**Run 1: power grid**

The bar under the picture is 50 um long. Pins as bars on the die edge.
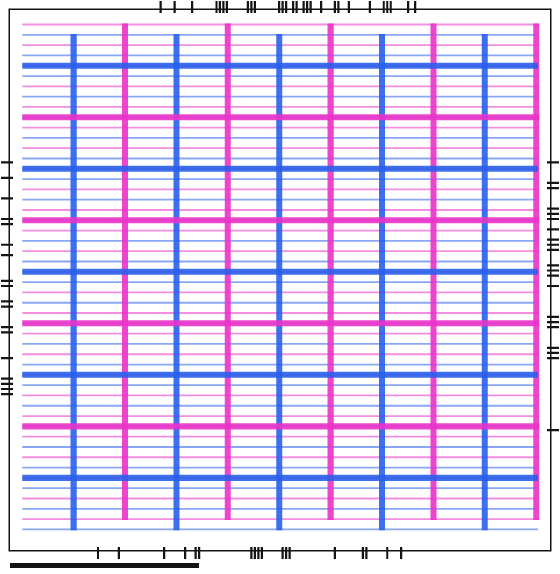
**Run 1: placement by cell class**

The bar under the picture is 50 um long.
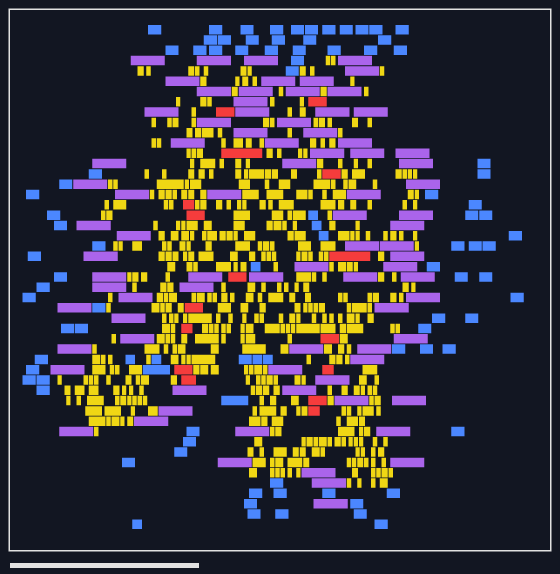
**Run 1: routed clock nets over the placement**

The bar under the picture is 50 um long.
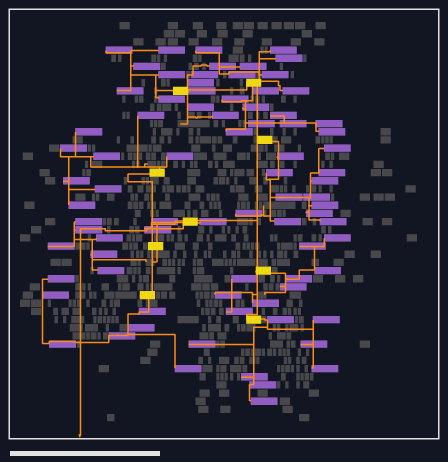
--- config.mk ---
export PLATFORM = sky130hd
export DESIGN_NAME = dither_scan_scheduler
export DESIGN_NICKNAME = d
export VERILOG_FILES = /design/src/rtl/dither_scan_scheduler.sv
export SDC_FILE = /design/constraint.sdc
export NUM_CORES = 1
export LEC_CHECK = 0
export ABC_AREA = 1
export ABC_CLOCK_PERIOD_IN_PS = 3100
export CORE_MARGIN = 3
export CORE_UTILIZATION = 25
export CTS_BUF_LIST = sky130_fd_sc_hd__clkbuf_8
export CTS_CLUSTER_DIAMETER = 120
export DETAILED_ROUTE_END_ITERATION = 10
export GPL_ROUTABILITY_DRIVEN = 0
export SLEW_MARGIN = 20
export SYNTH_ARGS = -nofsm -noshare
export SYNTH_HDL_FRONTEND = slang
export SYNTH_SLANG_ARGS = --single-unit
--- constraint.sdc ---
create_clock -name clk -period 3.1 [get_ports clk]
set_input_delay 0.93 -clock clk [delete_from_list [all_inputs] [get_ports clk]]
set_output_delay 0.93 -clock clk [all_outputs]
set_load 0.05 [all_outputs]
--- src/rtl/dither_scan_scheduler.sv ---
// Raster-order job scheduler for the Floyd-Steinberg error-diffusion datapath.
// Issues one handshaked job per pixel with neighbour addresses and a boundary mask.
module dither_scan_scheduler #(
    parameter int IMAGEX           = 64,
    parameter int IMAGEY           = 64,
    parameter int IMAGE_SIZE       = IMAGEX * IMAGEY,
    parameter int IMAGEXlog2       = $clog2(IMAGEX),
    parameter int IMAGEYlog2       = $clog2(IMAGEY),
    parameter int IMAGE_ADDR_WIDTH = $clog2(IMAGE_SIZE)
) (
    input  logic                        clk,
    input  logic                        rst_n,
    input  logic                        start,
    input  logic                        abort,
    output logic                        busy,
    output logic                        done,
    output logic                        job_valid,
    input  logic                        job_ready,
    input  logic                        job_done,
    output logic [IMAGEXlog2-1:0]       job_x,
    output logic [IMAGEYlog2-1:0]       job_y,
    output logic [IMAGE_ADDR_WIDTH-1:0] job_addr,
    output logic [3:0]                  nbr_mask,
    output logic [IMAGE_ADDR_WIDTH-1:0] nbr_addr_r,
    output logic [IMAGE_ADDR_WIDTH-1:0] nbr_addr_bl,
    output logic [IMAGE_ADDR_WIDTH-1:0] nbr_addr_b,
    output logic [IMAGE_ADDR_WIDTH-1:0] nbr_addr_br
);

    typedef enum logic [1:0] {IDLE, ISSUE, WAIT, DONE} state_t;

    localparam logic [IMAGEXlog2-1:0]       X_LAST    = IMAGEXlog2'(IMAGEX - 1);
    localparam logic [IMAGEYlog2-1:0]       Y_LAST    = IMAGEYlog2'(IMAGEY - 1);
    localparam logic [IMAGE_ADDR_WIDTH-1:0] ADDR_LAST = IMAGE_ADDR_WIDTH'(IMAGE_SIZE - 1);
    localparam logic [IMAGE_ADDR_WIDTH-1:0] OFS_R     = IMAGE_ADDR_WIDTH'(1);
    localparam logic [IMAGE_ADDR_WIDTH-1:0] OFS_BL    = IMAGE_ADDR_WIDTH'(IMAGEX - 1);
    localparam logic [IMAGE_ADDR_WIDTH-1:0] OFS_B     = IMAGE_ADDR_WIDTH'(IMAGEX);
    localparam logic [IMAGE_ADDR_WIDTH-1:0] OFS_BR    = IMAGE_ADDR_WIDTH'(IMAGEX + 1);

    state_t state;

    logic [IMAGEXlog2-1:0]       nxt_x;
    logic [IMAGEYlog2-1:0]       nxt_y;
    logic [IMAGE_ADDR_WIDTH-1:0] nxt_addr;
    logic                        nxt_right;
    logic                        nxt_below;
    logic [3:0]                  nxt_mask;
    logic [IMAGE_ADDR_WIDTH-1:0] nxt_r;
    logic [IMAGE_ADDR_WIDTH-1:0] nxt_bl;
    logic [IMAGE_ADDR_WIDTH-1:0] nxt_b;
    logic [IMAGE_ADDR_WIDTH-1:0] nxt_br;

    // Fields of the job to load next: pixel 0 from IDLE, otherwise the raster successor.
    always_comb begin
        nxt_x    = '0;
        nxt_y    = '0;
        nxt_addr = '0;
        if (state != IDLE) begin
            nxt_addr = job_addr + OFS_R;
            if (job_x == X_LAST) begin
                nxt_x = '0;
                nxt_y = job_y + IMAGEYlog2'(1);
            end else begin
                nxt_x = job_x + IMAGEXlog2'(1);
                nxt_y = job_y;
            end
        end
        nxt_right = (nxt_x != X_LAST);
        nxt_below = (nxt_y != Y_LAST);
        nxt_mask  = {nxt_below & nxt_right, nxt_below, nxt_below & (nxt_x != '0), nxt_right};
        nxt_r     = nxt_mask[0] ? nxt_addr + OFS_R  : '0;
        nxt_bl    = nxt_mask[1] ? nxt_addr + OFS_BL : '0;
        nxt_b     = nxt_mask[2] ? nxt_addr + OFS_B  : '0;
        nxt_br    = nxt_mask[3] ? nxt_addr + OFS_BR : '0;
    end

    always_ff @(posedge clk or negedge rst_n) begin
        if (!rst_n) begin
            state       <= IDLE;
            busy        <= 1'b0;
            done        <= 1'b0;
            job_valid   <= 1'b0;
            job_x       <= '0;
            job_y       <= '0;
            job_addr    <= '0;
            nbr_mask    <= '0;
            nbr_addr_r  <= '0;
            nbr_addr_bl <= '0;
            nbr_addr_b  <= '0;
            nbr_addr_br <= '0;
        end else if (abort) begin
            state       <= IDLE;
            busy        <= 1'b0;
            done        <= 1'b0;
            job_valid   <= 1'b0;
            job_x       <= '0;
            job_y       <= '0;
            job_addr    <= '0;
            nbr_mask    <= '0;
            nbr_addr_r  <= '0;
            nbr_addr_bl <= '0;
            nbr_addr_b  <= '0;
            nbr_addr_br <= '0;
        end else begin
            case (state)
                IDLE: begin
                    done <= 1'b0;
                    if (start) begin
                        state       <= ISSUE;
                        busy        <= 1'b1;
                        job_valid   <= 1'b1;
                        job_x       <= nxt_x;
                        job_y       <= nxt_y;
                        job_addr    <= nxt_addr;
                        nbr_mask    <= nxt_mask;
                        nbr_addr_r  <= nxt_r;
                        nbr_addr_bl <= nxt_bl;
                        nbr_addr_b  <= nxt_b;
                        nbr_addr_br <= nxt_br;
                    end
                end
                ISSUE: begin
                    if (job_ready) begin
                        state     <= WAIT;
                        job_valid <= 1'b0;
                    end
                end
                WAIT: begin
                    if (job_done) begin
                        if (job_addr == ADDR_LAST) begin
                            state <= DONE;
                            done  <= 1'b1;
                        end else begin
                            state       <= ISSUE;
                            job_valid   <= 1'b1;
                            job_x       <= nxt_x;
                            job_y       <= nxt_y;
                            job_addr    <= nxt_addr;
                            nbr_mask    <= nxt_mask;
                            nbr_addr_r  <= nxt_r;
                            nbr_addr_bl <= nxt_bl;
                            nbr_addr_b  <= nxt_b;
                            nbr_addr_br <= nxt_br;
                        end
                    end
                end
                DONE: begin
                    state       <= IDLE;
                    done        <= 1'b0;
                    busy        <= 1'b0;
                    job_x       <= '0;
                    job_y       <= '0;
                    job_addr    <= '0;
                    nbr_mask    <= '0;
                    nbr_addr_r  <= '0;
                    nbr_addr_bl <= '0;
                    nbr_addr_b  <= '0;
                    nbr_addr_br <= '0;
                end
                default: state <= IDLE;
            endcase
        end
    end

endmodule

==> reports/results.ini, run 1 <==
[run_status]
outcome = finished, final reports clean

[logic_synthesis]
fa_ha_area_frac = 0.02952
synth.cellmix.compoundShare = 0.1162
synth-warning-count = 0
post_synth_mux_area_share = 0.002147
synth_seq_share = 0.4348
netlist.top_cell.by_area = sky130_fd_sc_hd__dfrtp_1

[placement]
post-dp-hpwl_um = 10010

[die]
dieArea_um2 = 20320

[grt]
global_route.peak_usage_layer = met2
pin_count_of_the_biggest_net_entering_global_routing = 66
global_route.usage.met2 = 0.2072
grt_pass1_wl_um = 21530
gr-usage-all-layers = 0.1329
first_global_vias = 4110

[setup_path]
setup.worst_path.end = nbr_addr_r[10]$_DFFE_PN0P_
cp_data_required_time_ps = 3410
criticalPathCategory = register to register
critPathMaxStageDelay_ps = 410

[pwr]
power.leakage_nw = 2.726
power.density_cell_area_nw_per_um2 = 718.1
cell_internal_pwr_w = 0.002290
p_switching_w = 0.002049

[clock_network]
clockBufferDepth = 2
clk_sinks = 81

[run]
maxCapViolCount = 0
total_tool_warning_count = 31

[drt]
detailedRoute.firstPassIterationCount = 4
overall_via_count_from_detail_route = 4144
detail_route.wirelength_um = 13320
met3RoutedLength_um = 554
drt_iter0_markers = 230
ant_nets = 0
top_signal_layer_used = met4

[layout]
comb.multi_input.count = 423
ff_count = 81
lay_top_cells = 164 x sky130_fd_sc_hd__nand2_1, 83 x sky130_fd_sc_hd__clkdlybuf4s50_1, 81 x sky130_fd_sc_hd__dfrtp_1
layout-drive-gt1-share = 0.1259
seq_area_um2 = 2027
fillers = 1946
finish.net_count = 695

[final_timing]
final.setup.tns_ps = 0
slew_headroom = 0.6339
whs_ps = 498.7

Notes on 'power grid' above:
colour	net
blue	VSS
magenta	VDD
met1 rails	50
signal pins	85
largest vdd supply drop: 0.4115 mV
core area: 18,150 um^2

Notes on 'placement by cell class' above:
colour	class	cells	share of their area
red	clock drivers and dummy loads	16	4.0%
yellow	remaining logic cells	492	44%
purple	registers	81	35%
blue	remaining buffers and delay cells	94	16%
final instance area: 6042 um^2
final cell utilization of the core: 0.3329
Cell Rows: 49
fraction of area in registers: 0.3355

Notes on 'routed clock nets over the placement' above:
[yellow] clock-net drivers | count: 9
[purple] flip-flops | count: 81
[orange] clock wires | length: 1,160 um
routed clock nets	10
clock latency at the later pin of the worst-skew pair: 380 ps
clock power share: 0.212
Clock Skew: 12.97 ps
clk pwr: 0.000918 W

[run 1: synthesized netlist by cell type (all sizes together) (2+ instances only)]
cell    count
or2         2
ha         11
dfrtp      81
a21oi      10
o22ai      13
nand3      54
buf        12
nor3        6
o211ai      2
xor2       11
o21ai      68
nand4      10
o21bai      3
nor2       53
inv        68
nand2     174
[run 1: power by group through the flow]
stage | Sequential, W | Clock [W] | Combinational (W)
4_1_cts | 0.00132 | 0.000946 | 0.00214
3_5_place_dp | 0.00133 | 0 | 0.00213
3_3_place_gp | 0.00134 | 0 | 0.00212
6_report | 0.00131 | 0.000918 | 0.00211
5_1_grt | 0.00133 | 0.000974 | 0.00231
2_1_floorplan | 0.00175 | 0 | 0.00104
==> run 1 -> run 2 <==
Settings changed: CORE_UTILIZATION 25 to 55, PLACE_DENSITY from default to 0.83.
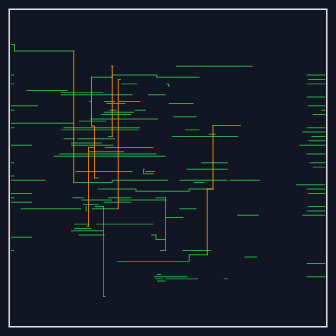
**Above:** run 2 (signal wires by layer).
Only two layers are drawn.
colour	layer	wire length
orange	M4	246 um
green	M3	978 um
Total Wirelength: 12,420 um
overall via count from detail_route: 4,421
overall fraction of global-route tracks in use: 0.2688
drt wl/cell: 15.82 um

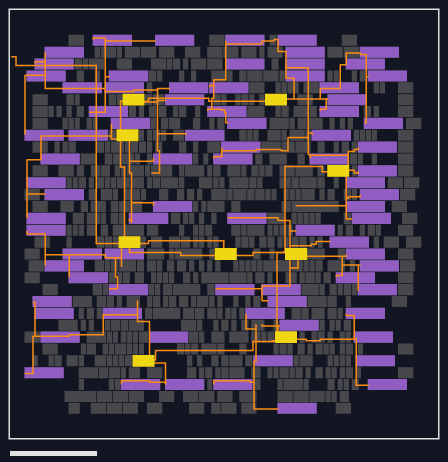
**Above:** run 2 (routed clock nets over the placement).
The bar under the picture is 20 um long.
[purple] flip-flops | count: 81
[yellow] clock-net drivers | count: 9
[orange] clock wires | length: 1,050 um
routed clock nets	10
Clock Skew: 10.99 ps
clk pwr: 0.000834 W
clock latency at the later pin of the worst-skew pair: 370 ps
clock power share: 0.195

==> run 2 against run 1 <==
Hold slack got worse by 17 ps. Clock-buffer cell count up 1. Worst setup slack got worse by 38 ps. Via count up 6.7%. Synthesized cell count is the same. Sequential power about the same. First-iteration DRC count up 54%. Highest routed layer unchanged. Global-route usage rose by 14 points. Core utilization up 40 points. Total power fell by 1.4%. Routed wire length decreased by 6.8%. Critical endpoint is now nbr_addr_b[6]$_DFFE_PN0P_. Die size decreased by 53%.
==> reports/results.ini, run 2 <==
[layout]
seq_area_um2 = 2027
postLayoutCoreUtil = 0.7346
stdcell_area_um2 = 5853
layout-drive-gt1-share = 0.1259
finish.net_count = 695
lay_top_cells = 164 x sky130_fd_sc_hd__nand2_1, 83 x sky130_fd_sc_hd__clkdlybuf4s50_1, 81 x sky130_fd_sc_hd__dfrtp_1
comb.multi_input.count = 423
seq_share = 0.3463
n_all_inverters = 69

[pwr]
power.ir.vdd_worst_mv = 0.4359
power.density_cell_area_nw_per_um2 = 730.6
seq_power_w = 0.00130
p_switching_w = 0.002061
maxPowerGroup = combinational logic
power.leakage_nw = 2.711
cell_internal_pwr_w = 0.002215
pg_comb_w = 0.00214

[grt]
first_global_vias = 4267
global_route.usage.met2 = 0.4157
global_route.peak_usage_layer = met2
pin_count_of_the_biggest_net_entering_global_routing = 47
grt_pass1_wl_um = 20860

[clock_network]
clockBufferDepth = 2
clk_sinks = 81

[drt]
ant_nets = 0
detailroute.wirelength.met2_um = 5764
met3RoutedLength_um = 978
top_signal_layer_used = met4
detailedRoute.firstPassIterationCount = 5
drt_iter0_markers = 354

[final_timing]
final.setup.tns_ps = 0
slew_headroom = 0.6550
whs_ps = 482.1

[run_status]
outcome = finished, final reports clean

[die]
dieArea_um2 = 9617
design.core.area_um2 = 7968

[setup_path]
critPathMaxStageDelay_ps = 420
arrival_ps = 3010
criticalPathCategory = register to register
setup.worst_path.end = nbr_addr_b[6]$_DFFE_PN0P_
cp_data_required_time_ps = 3380

[logic_synthesis]
synth.most_common_cell = sky130_fd_sc_hd__nand2_1
synth_async_sr_flop_share = 1.000
netlist.top_cell.by_area = sky130_fd_sc_hd__dfrtp_1
post_synth_most_frequent_cells = 164 x sky130_fd_sc_hd__nand2_1, 81 x sky130_fd_sc_hd__dfrtp_1, 57 x sky130_fd_sc_hd__inv_1, 45 x sky130_fd_sc_hd__o21ai_0, 41 x sky130_fd_sc_hd__nand3_1
synth_seq_share = 0.4348
synth-warning-count = 0

[placement]
post-dp-hpwl_um = 9071

[run]
total_tool_warning_count = 31

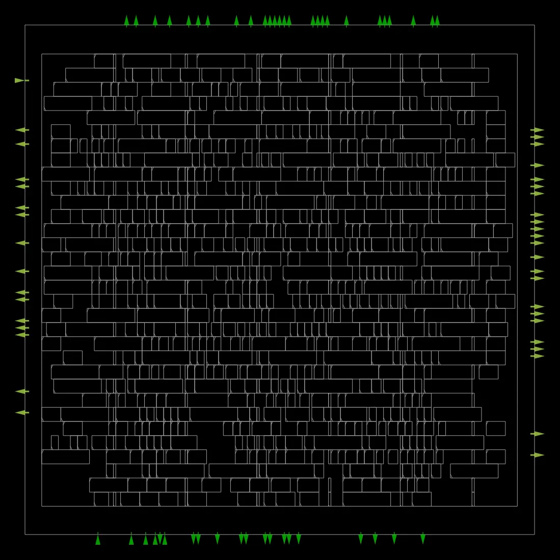
**Above:** run 2 (placement view).
Flop Count: 81
Fillers: 617

==> run 2: netlist changes by cell type in the layout (fill, tap and decap cells not counted) <==
cell,previous run,this run
sky130_fd_sc_hd__buf_12,2,1
sky130_fd_sc_hd__bufinv_16,2,1
sky130_fd_sc_hd__buf_4,9,10
sky130_fd_sc_hd__clkinv_4,0,2
sky130_fd_sc_hd__inv_6,4,1
sky130_fd_sc_hd__clkbuf_8,9,10
sky130_fd_sc_hd__clkinvlp_4,0,1
==> run 2: cells by family (layout without fill, tap and decap cells) <==
group                      after synthesis  count (layout)  share of synthesized area
AOI/OAI and AO/OA                       99              99                     0.1162
xor gates and xnor gates                12              12                    0.02254
adders and majority gates               11              11                    0.02952
buffers and inverters                   82             179                    0.07192
DFF                                     81              81                     0.4348
muxes                                    1               1                   0.002147
and+or+nand+nor                        300             300                     0.3229
Power and IR drop assume default switching activity.
